Figure 1. Metal 1.
Bar = 20 um. Cells faint in the background.
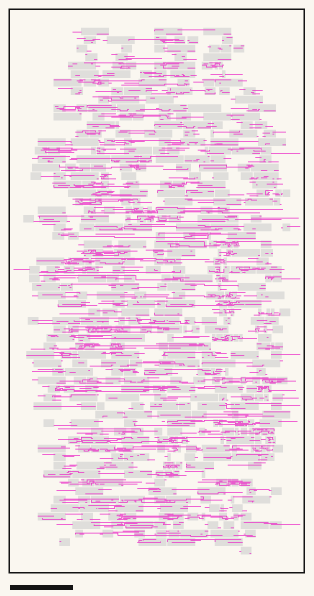
Figure 2. Metal 2.
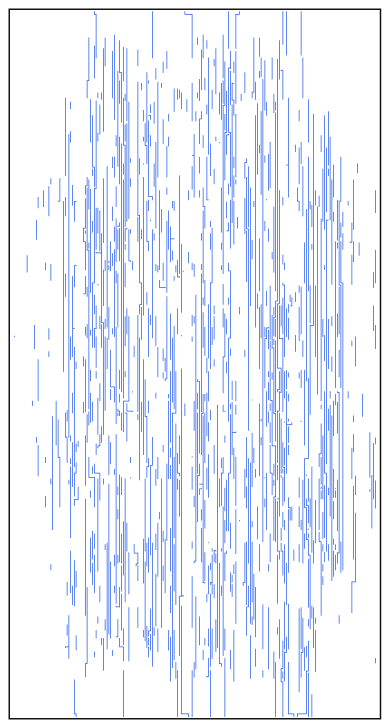
Figure 3. Signal wires on met3.
Bar = 20 um.
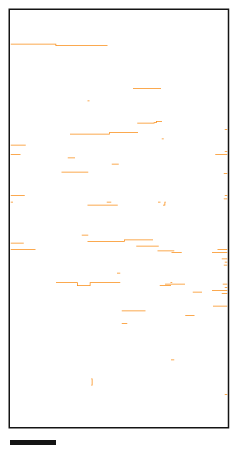
File: config.mk
export PLATFORM = sky130hd
export DESIGN_NAME = msg_tree_tracker
export DESIGN_NICKNAME = d
export VERILOG_FILES = /design/src/rtl/tree_pkg.sv /design/src/rtl/msg_tree_lookup.sv /design/src/rtl/msg_tree_tracker.sv
export SDC_FILE = /design/constraint.sdc
export NUM_CORES = 1
export LEC_CHECK = 0
export CAP_MARGIN = 15
export CORE_ASPECT_RATIO = 2
export CORE_MARGIN = 4
export CORE_UTILIZATION = 45
export CTS_BUF_LIST = sky130_fd_sc_hd__clkbuf_8
export CTS_CLUSTER_DIAMETER = 30
export DETAILED_ROUTE_END_ITERATION = 8
export HOLD_SLACK_MARGIN = 0.1
export SYNTH_ARGS = -nofsm -noshare
export SYNTH_HDL_FRONTEND = slang
export SYNTH_SLANG_ARGS = --single-unit
File: constraint.sdc
create_clock -name clk -period 3.3 [get_ports clk]
set_input_delay 0.66 -clock clk [delete_from_list [all_inputs] [get_ports clk]]
set_output_delay 0.66 -clock clk [all_outputs]
set_load 0.05 [all_outputs]
File: src/rtl/tree_pkg.sv
// Shared types for the message-tree tracker: token kinds, error codes,
// FSM states, node table entry layout and the node match rule.
package tree_pkg;

  // Entry fields are held at a fixed maximum width so one struct serves
  // every parameterisation; narrower configurations zero-extend.
  localparam int ID_MAX_W   = 16;
  localparam int NODE_MAX_W = 8;
  localparam int MSG_MAX_W  = 8;

  typedef enum logic [1:0] {
    LEAF  = 2'd0,
    ENTER = 2'd1,
    EXIT  = 2'd2
  } tok_kind_t;

  typedef enum logic [1:0] {
    NONE      = 2'd0,
    MISS      = 2'd1,
    OVERFLOW  = 2'd2,
    UNDERFLOW = 2'd3
  } err_t;

  typedef enum logic [1:0] {
    IDLE   = 2'd0,
    SEARCH = 2'd1,
    RESP   = 2'd2
  } state_t;

  typedef struct packed {
    logic [ID_MAX_W-1:0]   field_id;
    logic [NODE_MAX_W-1:0] parent;
    logic [MSG_MAX_W-1:0]  msg;
  } node_entry_t;

  localparam node_entry_t null_node_entry = '0;

  function automatic logic node_match(
    input node_entry_t           e,
    input logic [ID_MAX_W-1:0]   id,
    input logic [NODE_MAX_W-1:0] cur
  );
    return (e.field_id != '0)
        && (e.field_id == id)
        && (e.parent == cur);
  endfunction

endpackage

File: src/rtl/msg_tree_lookup.sv
// Node table compare unit; serial scan (one entry per cycle) by default,
// single-cycle priority compare with MSG_TREE_PARALLEL_LOOKUP_EN.
// Ports: clk/rst_n/start/busy (serial only), tbl, key_id, key_node,
// hit, idx, done.
module msg_tree_lookup
  import tree_pkg::*;
#(
  parameter int NUM_NODES = 8,
  parameter int NODE_W    = $clog2(NUM_NODES)
) (
`ifndef MSG_TREE_PARALLEL_LOOKUP_EN
  input  logic                  clk,
  input  logic                  rst_n,
  input  logic                  start,
  input  logic                  busy,
`endif
  input  node_entry_t           tbl [NUM_NODES],
  input  logic [ID_MAX_W-1:0]   key_id,
  input  logic [NODE_MAX_W-1:0] key_node,
  output logic                  hit,
  output logic [NODE_W-1:0]     idx,
  output logic                  done
);

`ifdef MSG_TREE_PARALLEL_LOOKUP_EN

  // Walk downward so the lowest matching index is the last one written.
  always_comb begin
    hit = 1'b0;
    idx = '0;
    for (int i = NUM_NODES - 1; i >= 0; i--) begin
      if (node_match(tbl[i], key_id, key_node)) begin
        hit = 1'b1;
        idx = NODE_W'(i);
      end
    end
  end

  assign done = 1'b1;

`else

  logic [NODE_W-1:0] scan;

  always_ff @(posedge clk or negedge rst_n) begin
    if (!rst_n) begin
      scan <= '0;
    end else if (start) begin
      scan <= '0;
    end else if (busy && !done) begin
      scan <= scan + 1'b1;
    end
  end

  assign hit  = node_match(tbl[scan], key_id, key_node);
  assign idx  = scan;
  // The last entry ends the scan whether or not it hits.
  assign done = busy
             && (hit || scan == NODE_W'(NUM_NODES - 1));

`endif

endmodule

File: src/rtl/msg_tree_tracker.sv
// Streaming message-path tracker: resolves ENTER/LEAF/EXIT tokens against
// a writable node table and keeps the current path on a bounded stack.
// Ports: clk, rst_n, tree_clr, cfg_* (table write), tok_* (token in),
// rsp_* (per-token response), cur_node, depth.
// Option: MSG_TREE_PARALLEL_LOOKUP_EN selects single-cycle lookup.
module msg_tree_tracker
  import tree_pkg::*;
#(
  parameter int ID_W      = 5,
  parameter int NUM_NODES = 8,
  parameter int NODE_W    = $clog2(NUM_NODES),
  parameter int MSG_W     = 4,
  parameter int MAX_DEPTH = 4
) (
  input  logic                           clk,
  input  logic                           rst_n,
  input  logic                           tree_clr,
  input  logic                           cfg_we,
  input  logic [NODE_W-1:0]              cfg_addr,
  input  logic [ID_W-1:0]                cfg_field_id,
  input  logic [NODE_W-1:0]              cfg_parent,
  input  logic [MSG_W-1:0]               cfg_msg,
  input  logic                           tok_valid,
  output logic                           tok_ready,
  input  logic [1:0]                     tok_kind,
  input  logic [ID_W-1:0]                tok_id,
  output logic                           rsp_valid,
  output logic                           rsp_hit,
  output logic [NODE_W-1:0]              rsp_node,
  output logic [MSG_W-1:0]               rsp_msg,
  output logic [1:0]                     rsp_err,
  output logic [NODE_W-1:0]              cur_node,
  output logic [$clog2(MAX_DEPTH+1)-1:0] depth
);

  localparam int DW = $clog2(MAX_DEPTH + 1);
  localparam int SW = (MAX_DEPTH > 1) ? $clog2(MAX_DEPTH) : 1;

  state_t            state;
  node_entry_t       tbl [NUM_NODES];
  logic [NODE_W-1:0] stack [MAX_DEPTH];

  logic              discard_q;
  logic              push_q;
  logic              pop_q;
  logic [NODE_W-1:0] push_node_q;

  logic accept;
  logic is_exit;
  logic is_enter;
  logic full_now;

  logic [ID_MAX_W-1:0]   key_id;
  logic [NODE_MAX_W-1:0] key_node;
  logic                  res_enter;
  logic                  res_full;
  logic                  resolve;

  logic              lk_hit;
  logic [NODE_W-1:0] lk_idx;
  logic              lk_done;

  logic [NODE_W-1:0] res_node;
  logic [MSG_W-1:0]  res_msg;
  err_t              res_err;
  logic              res_push;

  assign tok_ready = (state == IDLE) && !cfg_we && !tree_clr;
  assign accept    = tok_valid && tok_ready;
  assign is_exit   = (tok_kind == EXIT);
  assign is_enter  = (tok_kind == ENTER);
  assign full_now  = (depth == DW'(MAX_DEPTH));

  assign cur_node = (depth == '0) ? '0
                  : stack[SW'(depth - 1'b1)];

`ifdef MSG_TREE_PARALLEL_LOOKUP_EN

  assign key_id    = ID_MAX_W'(tok_id);
  assign key_node  = NODE_MAX_W'(cur_node);
  assign res_enter = is_enter;
  assign res_full  = full_now;
  assign resolve   = accept && !is_exit;

`else

  // Search key is frozen at acceptance so a mid-scan tree_clr
  // cannot change what the in-flight lookup compares against.
  logic [ID_MAX_W-1:0]   key_id_q;
  logic [NODE_MAX_W-1:0] key_node_q;
  logic                  enter_q;
  logic                  full_q;

  assign key_id    = key_id_q;
  assign key_node  = key_node_q;
  assign res_enter = enter_q;
  assign res_full  = full_q;
  assign resolve   = (state == SEARCH) && lk_done;

`endif

  msg_tree_lookup #(
    .NUM_NODES (NUM_NODES),
    .NODE_W    (NODE_W)
  ) u_lookup (
`ifndef MSG_TREE_PARALLEL_LOOKUP_EN
    .clk      (clk),
    .rst_n    (rst_n),
    .start    (accept),
    .busy     (state == SEARCH),
`endif
    .tbl      (tbl),
    .key_id   (key_id),
    .key_node (key_node),
    .hit      (lk_hit),
    .idx      (lk_idx),
    .done     (lk_done)
  );

  always_comb begin
    res_node = '0;
    res_msg  = '0;
    res_err  = MISS;
    res_push = 1'b0;
    if (lk_hit) begin
      res_node = lk_idx;
      res_msg  = tbl[lk_idx].msg[MSG_W-1:0];
      res_err  = (res_enter && res_full) ? OVERFLOW : NONE;
      res_push = res_enter && !res_full;
    end
  end

  always_ff @(posedge clk or negedge rst_n) begin
    if (!rst_n) begin
      state       <= IDLE;
      depth       <= '0;
      discard_q   <= 1'b0;
      push_q      <= 1'b0;
      pop_q       <= 1'b0;
      push_node_q <= '0;
      rsp_valid   <= 1'b0;
      rsp_hit     <= 1'b0;
      rsp_node    <= '0;
      rsp_msg     <= '0;
      rsp_err     <= NONE;
      for (int i = 0; i < NUM_NODES; i++) begin
        tbl[i] <= null_node_entry;
      end
      for (int i = 0; i < MAX_DEPTH; i++) begin
        stack[i] <= '0;
      end
`ifndef MSG_TREE_PARALLEL_LOOKUP_EN
      key_id_q   <= '0;
      key_node_q <= '0;
      enter_q    <= 1'b0;
      full_q     <= 1'b0;
`endif
    end else begin
      if (tree_clr) begin
        depth <= '0;
        if (state != IDLE) begin
          discard_q <= 1'b1;
        end
      end

      unique case (state)
        IDLE: begin
          if (cfg_we && cfg_addr != '0) begin
            tbl[cfg_addr].field_id <= ID_MAX_W'(cfg_field_id);
            tbl[cfg_addr].parent   <= NODE_MAX_W'(cfg_parent);
            tbl[cfg_addr].msg      <= MSG_MAX_W'(cfg_msg);
          end
          if (accept) begin
            discard_q <= 1'b0;
            push_q    <= 1'b0;
            pop_q     <= 1'b0;
`ifndef MSG_TREE_PARALLEL_LOOKUP_EN
            key_id_q   <= ID_MAX_W'(tok_id);
            key_node_q <= NODE_MAX_W'(cur_node);
            enter_q    <= is_enter;
            full_q     <= full_now;
`endif
            if (is_exit) begin
              state     <= RESP;
              rsp_valid <= 1'b1;
              rsp_hit   <= 1'b0;
              rsp_node  <= '0;
              rsp_msg   <= '0;
              rsp_err   <= (depth == '0) ? UNDERFLOW : NONE;
              pop_q     <= (depth != '0);
            end else begin
              state <= SEARCH;
            end
          end
        end
        SEARCH: begin
          state <= SEARCH;
        end
        RESP: begin
          state     <= IDLE;
          rsp_valid <= 1'b0;
          if (!discard_q && !tree_clr) begin
            if (push_q) begin
              stack[SW'(depth)] <= push_node_q;
              depth             <= depth + 1'b1;
            end else if (pop_q) begin
              depth <= depth - 1'b1;
            end
          end
        end
        default: state <= IDLE;
      endcase

      if (resolve) begin
        state       <= RESP;
        rsp_valid   <= 1'b1;
        rsp_hit     <= lk_hit;
        rsp_node    <= res_node;
        rsp_msg     <= res_msg;
        rsp_err     <= res_err;
        push_q      <= res_push;
        push_node_q <= lk_idx;
      end
    end
  end

endmodule

==> changes_impl.md <==
## Implementation

* FP Rows at about 62
* I/O Buffers at about 44
* I/O pins at roughly 45
* Cell count after placement at ~700
* Hold/Removal Path Class: primary input to asynchronous set/reset pin
* Yosys cell count at ~480
* Sw power at 0.00238 W
* Async set-reset flop share out of synthesis at 100%
* First-pass GRT wire length at about 24 mm
* Fraction of the cycle the final worst path needs at 92.1%
* Diode count at 0
* Max Buffers Root-to-Sink at 2
* Fraction of power spent switching nets at 33.1%
* Post-Synthesis Cell Area at between 6000 and 7000 sq um
* Post-synthesis area per instance at around 14 sq um
* Die y size at about 180 um
* Status: finished, final reports clean
* Half-perimeter wire length after detailed placement at 10.7 mm
* Global placement routability congestion at 0.803
* Number of nets with antenna violations after detailed routing at 0
* Fp_density at a little under half
* Post-route minimum period at between 3 and 4 ns
* Power Dens Cells at approximately 920 nW/um^2
* Standard cell core area at 14400 sq um
* Startpoint class of the critical path: register
* Crit Path Max Fanout at 5
* Initial antenna violation count at 0
* Gr ovfl total at 0
* Stage-log warning count at 30
* Number of global-route vias before repair at 4321
* Tally of non-filler cells in the final layout at 731
* Area growth from synthesis to final layout at 17.4%
* GR Util All Layers at a little under a fifth
* CTS root buffer: sky130_fd_sc_hd__clkbuf_8
* Data arrival time of the critical path at approximately 2.4 ns
* CP required at about 2.6 ns
* Number of CTS-inserted buffers at 17
* Commonest cells post-synth: sky130_fd_sc_hd__dfrtp_1 (143), sky130_fd_sc_hd__mux2_2 (104), sky130_fd_sc_hd__mux2i_1 (39)
* Pint at 0.00481 W
-- Figure 1 (at the start) --
wire length on this layer: 5710 um
longest straight run: 45.1 um
share of all routed wire: 39%
nets with wire on the layer: 519
main direction: horizontal
overall via count from detail_route: 3957
total routed wirelength: 14.7 mm
met1 Usage GRT: 21.2%

-- Figure 2 (at the start) --
nets with wire on the layer: 515
main direction: vertical
GR met2 Demand/Resource: 34.7%

-- Figure 3 (at the start) --
nets with wire on the layer: 36
main direction: horizontal
share of all routed wire: 2.2%
longest straight run: 22.1 um
met3 capacity usage during global routing: 3.89%

cell type report:
class | count | area (sq um) | area share (%)
tap | 192 | 240 | 3.09
inverter | 9 | 33.8 | 0.434
clock inverter | 12 | 241 | 3.10
clock buffer | 18 | 248 | 3.19
timing repair buffer | 57 | 556 | 7.14
sequential | 143 | 3580 | 46.0
multi-input combinational | 300 | 2880 | 37.0
power groups by stage:
stage               combinational (W)  clock [W]  sequential, W
finish                        0.00263    0.00172        0.00284
global route                  0.00285    0.00185        0.00293
CTS                           0.00268    0.00177        0.00284
detailed placement            0.00267          0        0.00288
global placement              0.00260          0        0.00284
floorplan                     0.00187          0        0.00292
through the flow:
step	worst slack, ns	cell area, sq um	util, %
6_report	0.262	7780	53.9
5_1_grt	0.137	7780	53.9
4_1_cts	0.213	7780	53.9
3_5_place_dp	0.348	7290	50.5
3_3_place_gp	0.387	7290	50.5
2_1_floorplan	0.270	6630	-
critical path: stages, from the launching register on:
cell	delay (ns)
sky130_fd_sc_hd__dfrtp_1	0.44
sky130_fd_sc_hd__inv_1	0.09
sky130_fd_sc_hd__ha_1	0.40
sky130_fd_sc_hd__mux4_2	0.22
sky130_fd_sc_hd__nor2b_1	0.21
sky130_fd_sc_hd__dlygate4sd2_1	0.56
layer usage:
| layer | up-vias | share of wire, % | track usage (%) |
|---|---|---|---|
| met3 | 20 | 2.2 | 3.89 |
| met2 | 67 | 57 | 34.7 |
| li1 | 1842 | - | - |
| met1 | 2028 | 39 | 21.2 |
| met5 | - | 0 | 0 |
| met4 | 0 | 1.6 | 5.38 |
kinds of logic after synthesis:
| logic type | count (synthesis) | share of synthesized area (%) |
|---|---|---|
| xor+xnor | 6 | 0.793 |
| compound gates | 41 | 4.80 |
| mux | 163 | 29.8 |
| fa+ha+maj | 8 | 1.51 |
| simple gates | 82 | 6.38 |
| buf+inv | 40 | 2.70 |
| flops | 143 | 54.0 |
sequential cells by signal, summed over array words and instances, names as in the netlist, 2 cells and up:
signal,flops
depth,3
key_id,5
key_node,3
push_node_q,3
rsp_err,2
rsp_msg,4
rsp_node,3
stack,12
state,2
tbl,96
u_lookup.idx,3
cells in the final DEF (no fill, tap or decap), drive strengths merged, types with 5 or more instances in the layout:
master / count
nor2: 7
inv: 10
ha: 8
nand3: 8
nor2b: 10
mux2: 108
a21oi: 7
nand2: 32
o31ai: 5
buf: 17
clkbuf: 18
mux2i: 40
mux4: 15
bufinv: 7
o21ai: 6
clkdlybuf4s50: 39
dfrtp: 143
a22oi: 9
path summary, 6_finish.rpt:
kind / slack (ns) / start / to
max: 0.26 / depth[1]$_DFF_PN0_ / cur_node[2]
min: 0.20 / rst_n / rsp_err[0]$_DFFE_PN0P_
max reg2reg: 0.40 / u_lookup.idx[0]$_DFFE_PN0P_ / u_lookup.idx[1]$_DFFE_PN0P_
min reg2reg: 0.38 / tbl[227]$_DFFE_PN0P_ / tbl[227]$_DFFE_PN0P_
max in group asynchronous: 2.32 / rst_n / tbl[65]$_DFFE_PN0P_
min in group clk: 0.38 / tbl[227]$_DFFE_PN0P_ / tbl[227]$_DFFE_PN0P_
timing repair:
item / in CTS / in global routing
endpoints found under the setup margin: 1 / 0
gates resized: 1 / 0
hold buffers: 0 / 0
Power and IR drop assume default switching activity.
